### The clock network

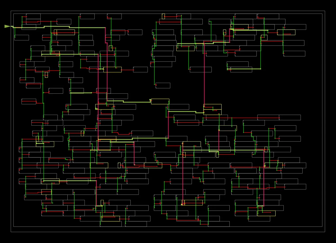
### Routed clock nets over the placement

Scale bar: 50 um.
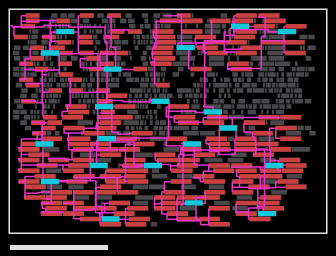
### Sequential cells grouped by signal name

Scale bar: 50 um. Other sequential cells in the stronger gray, the rest of the logic in the fainter gray.
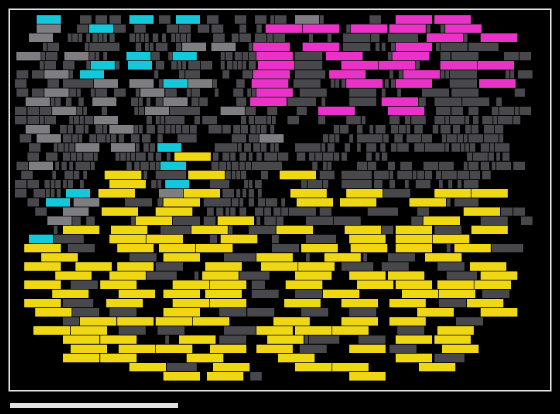
### Metal layers overlaid

Scale bar: 50 um. Only two layers are drawn.
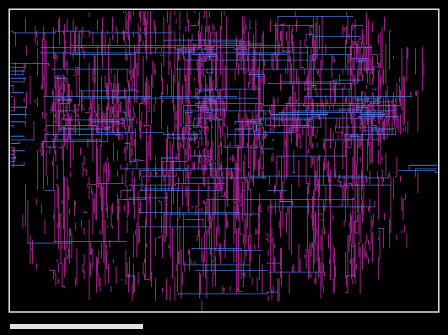
### Placed cells, one color a class

Fill, decap, tap and diode cells in gray.
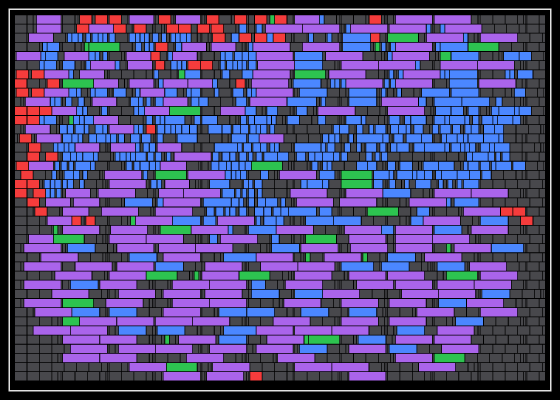
==> src/rtl/risc_core_mc.sv <==
// Multi-cycle RISC core: FETCH/DECODE/EXEC control FSM, 4-entry register file,
// ALU with N/Z flags, internal data memory and a valid/ready output port.
module risc_core_mc #(
   parameter int DATA_W  = 8,
   parameter int IMEM_AW = 8,
   parameter int DMEM_AW = 4
) (
   input  logic               clk,
   input  logic               rst,
   output logic [IMEM_AW-1:0] imem_addr,
   input  logic [15:0]        imem_rdata,
   input  logic [DATA_W-1:0]  in_data,
   output logic [DATA_W-1:0]  out_data,
   output logic               out_valid,
   input  logic               out_ready,
   output logic               flag_n,
   output logic               flag_z,
   output logic [3:0]         opcode,
   output logic               halted
);

   typedef enum logic [2:0] {
      S_FETCH,
      S_DECODE,
      S_EXEC,
      S_OUTW,
      S_HALT
   } state_t;

   state_t             r_state;
   logic [IMEM_AW-1:0] r_pc;
   logic [15:0]        r_ir;
   logic [DATA_W-1:0]  r_rf [4];
   logic [DATA_W-1:0]  r_dmem [2**DMEM_AW];
   logic               r_flag_n;
   logic               r_flag_z;
   logic [DATA_W-1:0]  r_out_data;
   logic               r_out_valid;
   logic               r_halted;

   logic [3:0]         w_op;
   logic [1:0]         w_rd;
   logic [1:0]         w_rs;
   logic [7:0]         w_imm;
   logic [DATA_W-1:0]  w_imm_d;
   logic [IMEM_AW-1:0] w_target;
   logic [DMEM_AW-1:0] w_daddr;
   logic [DATA_W-1:0]  w_rd_val;
   logic [DATA_W-1:0]  w_rs_val;
   logic [DATA_W-1:0]  w_alu;

   assign w_op     = r_ir[15:12];
   assign w_rd     = r_ir[11:10];
   assign w_rs     = r_ir[9:8];
   assign w_imm    = r_ir[7:0];
   assign w_daddr  = w_imm[DMEM_AW-1:0];
   assign w_rd_val = r_rf[w_rd];
   assign w_rs_val = r_rf[w_rs];

   // The immediate is zero-extended or truncated to whichever width consumes it.
   generate
      if (DATA_W > 8) begin : g_imm_ext
         assign w_imm_d = {{(DATA_W-8){1'b0}}, w_imm};
      end else begin : g_imm_eq
         assign w_imm_d = w_imm;
      end
      if (IMEM_AW > 8) begin : g_tgt_ext
         assign w_target = {{(IMEM_AW-8){1'b0}}, w_imm};
      end else begin : g_tgt_trunc
         assign w_target = w_imm[IMEM_AW-1:0];
      end
   endgenerate

   always_comb begin
      w_alu = '0;
      case (w_op)
         4'h2:    w_alu = w_rd_val + w_rs_val;
         4'h3:    w_alu = w_rd_val - w_rs_val;
         4'h4:    w_alu = w_rd_val & w_rs_val;
         4'h5:    w_alu = w_rd_val | w_rs_val;
         4'h6:    w_alu = w_rd_val ^ w_rs_val;
         4'h7:    w_alu = ~w_rs_val;
         default: w_alu = '0;
      endcase
   end

   always_ff @(posedge clk) begin
      if (rst) begin
         r_state     <= S_FETCH;
         r_pc        <= '0;
         r_ir        <= '0;
         for (int i = 0; i < 4; i++) r_rf[i] <= '0;
         r_flag_n    <= 1'b0;
         r_flag_z    <= 1'b0;
         r_out_data  <= '0;
         r_out_valid <= 1'b0;
         r_halted    <= 1'b0;
      end else begin
         case (r_state)
            S_FETCH: r_state <= S_DECODE;
            S_DECODE: begin
               r_ir    <= imem_rdata;
               r_pc    <= r_pc + 1'b1;
               r_state <= S_EXEC;
            end
            S_EXEC: begin
               r_state <= S_FETCH;
               case (w_op)
                  4'h1: r_rf[w_rd] <= w_imm_d;
                  4'h2, 4'h3, 4'h4, 4'h5, 4'h6, 4'h7: begin
                     r_rf[w_rd] <= w_alu;
                     r_flag_z   <= (w_alu == '0);
                     r_flag_n   <= w_alu[DATA_W-1];
                  end
                  4'h8: r_rf[w_rd] <= r_dmem[w_daddr];
                  4'hA: r_rf[w_rd] <= in_data;
                  4'hB: begin
                     r_out_data  <= w_rs_val;
                     r_out_valid <= 1'b1;
                     r_state     <= S_OUTW;
                  end
                  4'hC: r_pc <= w_target;
                  4'hD: if (r_flag_z) r_pc <= w_target;
                  4'hE: if (r_flag_n) r_pc <= w_target;
                  4'hF: begin
                     r_state  <= S_HALT;
                     r_halted <= 1'b1;
                  end
                  default: begin end
               endcase
            end
            S_OUTW: begin
               if (out_ready) begin
                  r_out_valid <= 1'b0;
                  r_state     <= S_FETCH;
               end
            end
            S_HALT:  r_state <= S_HALT;
            default: r_state <= S_FETCH;
         endcase
      end
   end

   // Data memory keeps its contents across reset; only the store in EXEC writes it.
   always_ff @(posedge clk) begin
      if (!rst && r_state == S_EXEC && w_op == 4'h9)
         r_dmem[w_daddr] <= w_rs_val;
   end

   assign imem_addr = r_pc;
   assign out_data  = r_out_data;
   assign out_valid = r_out_valid;
   assign flag_n    = r_flag_n;
   assign flag_z    = r_flag_z;
   assign opcode    = r_ir[15:12];
   assign halted    = r_halted;

endmodule

==> config.mk <==
export PLATFORM = sky130hd
export DESIGN_NAME = risc_core_mc
export DESIGN_NICKNAME = d
export VERILOG_FILES = /design/src/rtl/risc_core_mc.sv
export SDC_FILE = /design/constraint.sdc
export NUM_CORES = 1
export LEC_CHECK = 0
export ABC_CLOCK_PERIOD_IN_PS = 6300
export CAP_MARGIN = 0
export CORE_ASPECT_RATIO = 0.7
export CORE_MARGIN = 1
export CORE_UTILIZATION = 56
export DETAILED_ROUTE_END_ITERATION = 16
export PLACE_DENSITY_LB_ADDON = 0.25
export SLEW_MARGIN = 40
export SYNTH_ARGS = -nofsm -noshare
export SYNTH_HDL_FRONTEND = slang
export SYNTH_SLANG_ARGS = --single-unit
==> constraint.sdc <==
create_clock -name clk -period 6.3 [get_ports clk]
set_input_delay 1.26 -clock clk [delete_from_list [all_inputs] [get_ports clk]]
set_output_delay 1.26 -clock clk [all_outputs]
set_load 0.01 [all_outputs]
==> summary.txt <==
Observations from the implementation run.

Run status:
- The flow ran to the end, and the final reports show no timing, DRC or antenna violations.

Synthesis:
- The run puts the sequential fraction of the synthesis area at 58.3%.
- For reference, XOR and XNOR gates occupy 1.04% of the area reported after synthesis.
- The cell-mix breakdown from Yosys lists the compound-gate area share as 7.57%.
- The synthesized netlist was found by Yosys to have 724 cells.
- The synthesis report lists the most area-consuming cells as edfxtp_1, mux4_2, dfxtp_1.
- Yosys reports that the most numerous cell types are edfxtp_1, nor2_1, nand2_1.
- The run puts the fraction of registers with async set/reset at 0%.
- The run gives the post-synthesis adder-cell area fraction as 3.38%.
- The run gives the summed instance area of the synthesized netlist as approximately 0.01 mm^2.
- The largest total area in the synthesized netlist belongs to edfxtp_1.
- The run gives the number of flops mapped to enable cells by yosys as 160.
- Sorting the synthesis cell report by count puts at the top edfxtp_1.
- After synthesis, the netlist uses 67 different library cells.
- Counting every net in the synthesized netlist gives 777.
- The most used flip-flop cell after synthesis is edfxtp_1.
- The synthesis run identifies the leading combinational cell family as multiplexers.
- The run gives the mean cell area of the mapped netlist as 13.6 um^2.
- The run puts the share of synthesized cell area in and, or, nand and nor gates at 10.4%.
- The run puts the portion of synthesized cell area occupied by the leading cell type at 48.8%.
- The run puts the number of synthesized register bits at 207.

Detailed routing:
- The run puts the detailed-route wire length at about 24000 um.
- The run puts the violation count after the first detailed-route iteration at between 700 and 800.
- For this block, the via count after detailed routing is about 6300.
- The run gives the count of TritonRoute iterations in the first routing pass as 5.
- The run puts the remaining routing DRC violations at 0.
- The run puts the mean routed wirelength per cell at between 20 and 25 um.
- The run puts the per-cell via count in the routed design at 6.24.
- The run gives the number of routed nets with antenna violations as 0.

Timing:
- The run puts the setup slack of the critical path after layout at 1.85 ns.
- Setup repair after global routing left no endpoint under its margin.
- Adding up every negative setup slack in the final design gives 0 ns.
- The run gives the final tally of setup violations as 0.
- The run puts the part of the cycle the worst path needs at 70.6%.
- The run puts the worst slew slack as a fraction of its limit at 44.2%.
- The run gives the hold violation count in the final report as 0.
- The final max-slew violation count recorded for this run is 0.
- The clock period could shrink to roughly 4.5 ns.
- The run puts the worst-case hold slack at about 0.48 ns.
- The run puts the maximum achievable frequency at between 0.2 and 0.25 GHz.
- The run gives the transition at the pin with the smallest max-transition slack as around 0.83 ns.

Floorplan:
- The run gives the area of the core region as 0.0172 mm^2.
- The run gives the effective utilization at floorplan as 57.4%.
- The run puts the number of placement rows at 40.
- The run puts the area of the die at 0.0181 mm^2.
- The run puts the count of inserted tapcells at 231.
- The run puts the vertical die dimension at between 100 and 150 um.
- The run puts the chip width at 161 um.
- The run gives the I/O pin count as 51.

CTS:
- The run puts the number of clock sinks at 207.
- The run puts the number of levels in the clock H-tree at 1.
- The number of clock buffers added by TritonCTS is 20.
- Looking at the clock tree report, the root buffer type is clkbuf_16.
- On the reported timing paths, the clock transition at the registers reads 0.06 ns.
- The run gives the number of cells upsized or downsized after cts as 0.
- The run gives the maximum clock insertion buffer count as 3.
- In this run, post-CTS hold repair placed 0 buffers.
- Looking at the post-CTS report, the setup buffer insertion count equals 0.

Global routing:
- The run gives the number of antenna violations at the first check in global routing as 0.
- The run gives the pin count of the biggest net entering global routing as about 41.
- The run gives the first-pass GRT wire length as 36000 um.
- The run puts the via count of the first global-routing pass at 5981.
- The run gives the global-route usage over all layers as 26.9%.

Hold path:
- The run gives the number of cells on the worst hold path as 2.
- The run gives the worst min-delay path class as reg -> reg.

Placement:
- Note, the detailed placer reported a final HPWL of 15900 um.
- Buffers placed on the I/O ports in this run total 50.
- The run puts the routability-driven placement congestion ratio at 0.957.
- Prior to clock tree synthesis, the placed netlist has a worst setup slack of 1.95 ns.
- In this run, placement finished with an instance count of 966.

Cells and area:
- The run puts the area growth from synthesis to layout at 12.1%.
- The run puts the multi-input gate count at 446.
- The run puts the fraction of final layout cells sized beyond drive strength 1 at 16.3%.
- The run puts the post-layout instance area at 0.0110 mm^2.
- The run puts the number of nets in the finished design at 810.
- The run gives the count of inverters not on the clock network in the layout as 25.
- Among all cell classes, the greatest summed area belongs to flip-flops and latches.
- Non-clock buffers in the final layout number around 57.
- The area taken by sequential standard cells is reported as 0.00575 mm^2.
- The top cell types in the final layout, fill and taps aside, are edfxtp_1, nor2_1, nand2_1.
- The run gives the share of the final layout cell area in multi-input gates as 34.0%.
- The post-route utilization of the core is recorded as 64.3%.
- Non-clock buffering takes up 5.01% of total cell area after layout.
- The run gives the non-filler instance count after layout as 1002.
- Fill cells in the final layout number 1235.
- After layout the clock buffers and inverters come to 5.42% of cell area.
- The layout report lists the multi-input gate area as 0.00376 mm^2.

Worst setup path:
- The OpenROAD report gives the critical path a required time of 6.55 ns.
- On the critical path the data arrives at 4.70 ns.
- The run gives the count of cells along the worst register-to-register path as 13.
- The run gives the critical path capture point type as a flop.
- The worst setup path is launched from a flop.
- The setup path with the least slack is of type reg -> reg.
- The critical path maximum fanout is 22.

Flow run:
- In this run the tools logged warnings totalling 35.
- The run puts the max-capacitance violation count at 0.

Power:
- The run puts the internal power summed over all cells at 2.29 mW.
- The run gives the highest ir drop seen on vdd as 0.207 mV.
- The run gives the fraction of power consumed by sequential logic as a little over 50%.
- The run puts the switching power of the nets at 0.753 mW.
- The share of total power dissipated in combinational logic is 13.0%.
Back to the opening pictures, 'The clock network':
final worst clock skew: 0.00881 ns
clock buffer instance count of the final layout: 32
sequential cell count: 207

Back to the opening pictures, 'Routed clock nets over the placement':
[magenta] clock wires | length: 2310 um
[cyan] clock-net drivers | count: 20
[red] flip-flops | count: 207
flops lie: widely spread
routed clock nets: 21
clock network latency to the later pin of the worst-skew pair: 0.49 ns
fraction of power consumed by the clock network: 36.5%
clock group power: 1.11 mW

Back to the opening pictures, 'Sequential cells grouped by signal name':
| color | signal | sequential cells |
|---|---|---|
| yellow | r_dmem | 128 |
| magenta | r_rf | 32 |
| cyan | r_ir | 16 |
power consumed by sequential cells: 1.54 mW
register share of the cell area: 52.1%

Back to the opening pictures, 'Metal layers overlaid':
| color | layer | wire length |
|---|---|---|
| blue | M3 | 2810 um |
| magenta | M2 | 9820 um |

Back to the opening pictures, 'Placed cells, one color a class':
| color | class | cells |
|---|---|---|
| purple | registers | 207 |
| green | clock drivers and dummy loads | 36 |
| red | remaining buffers and delay cells | 57 |
| blue | remaining logic cells | 471 |

## state kept, by name (all words and copies together), names as in the netlist, named ones only
signal	cells
r_dmem	128
r_rf	32
r_ir	16
imem_addr	8
out_data	8
r_state	3
flag_n	1
flag_z	1
halted	1
out_valid	1
## worst max-delay path: stages (launching register included)
cell and delay (ns):
dfxtp_1 0.67, mux4_2 0.84, inv_1 0.19, ha_1 0.21
nor2_1 0.07, xnor2_1 0.16, ha_1 0.40, a211oi_1 0.41
nor3b_1 0.14, mux2i_1 0.14, nor3_1 0.42, a221o_1 0.22
o21ai_1 0.10, and3b_1 0.23
## per-layer routing
metal	vias to the layer above	global-route usage, %	part of all wire, %	wire, um
met5	-	0	0	0
met4	0	5.84	1.7	407
met3	37	7.33	12	2810
met2	359	37.2	41	9820
met1	3063	42.3	45	10600
li1	2797	-	-	-
## power by group through the flow
stage | sequential, mW | clock (mW) | combinational (mW)
2_1_floorplan | 1.54 | 0 | 0.292
3_3_place_gp | 1.56 | 0 | 0.372
3_5_place_dp | 1.57 | 0 | 0.383
4_1_cts | 1.54 | 1.13 | 0.387
5_1_grt | 1.54 | 1.18 | 0.424
6_report | 1.54 | 1.11 | 0.394
## worst paths after layout
check                       startpoint                        to  slack [ns]
hold reg to reg   r_ir[9]$_SDFFE_PP0P_      r_ir[9]$_SDFFE_PP0P_        0.48
setup reg to reg                  flop  r_rf[0][6]$_SDFFCE_PN0P_        1.85
setup / recovery                  flop  r_rf[0][6]$_SDFFCE_PN0P_        1.85
hold / removal    r_ir[9]$_SDFFE_PP0P_      r_ir[9]$_SDFFE_PP0P_        0.48
No activity file was given, so power comes from the tool's default toggle rates.
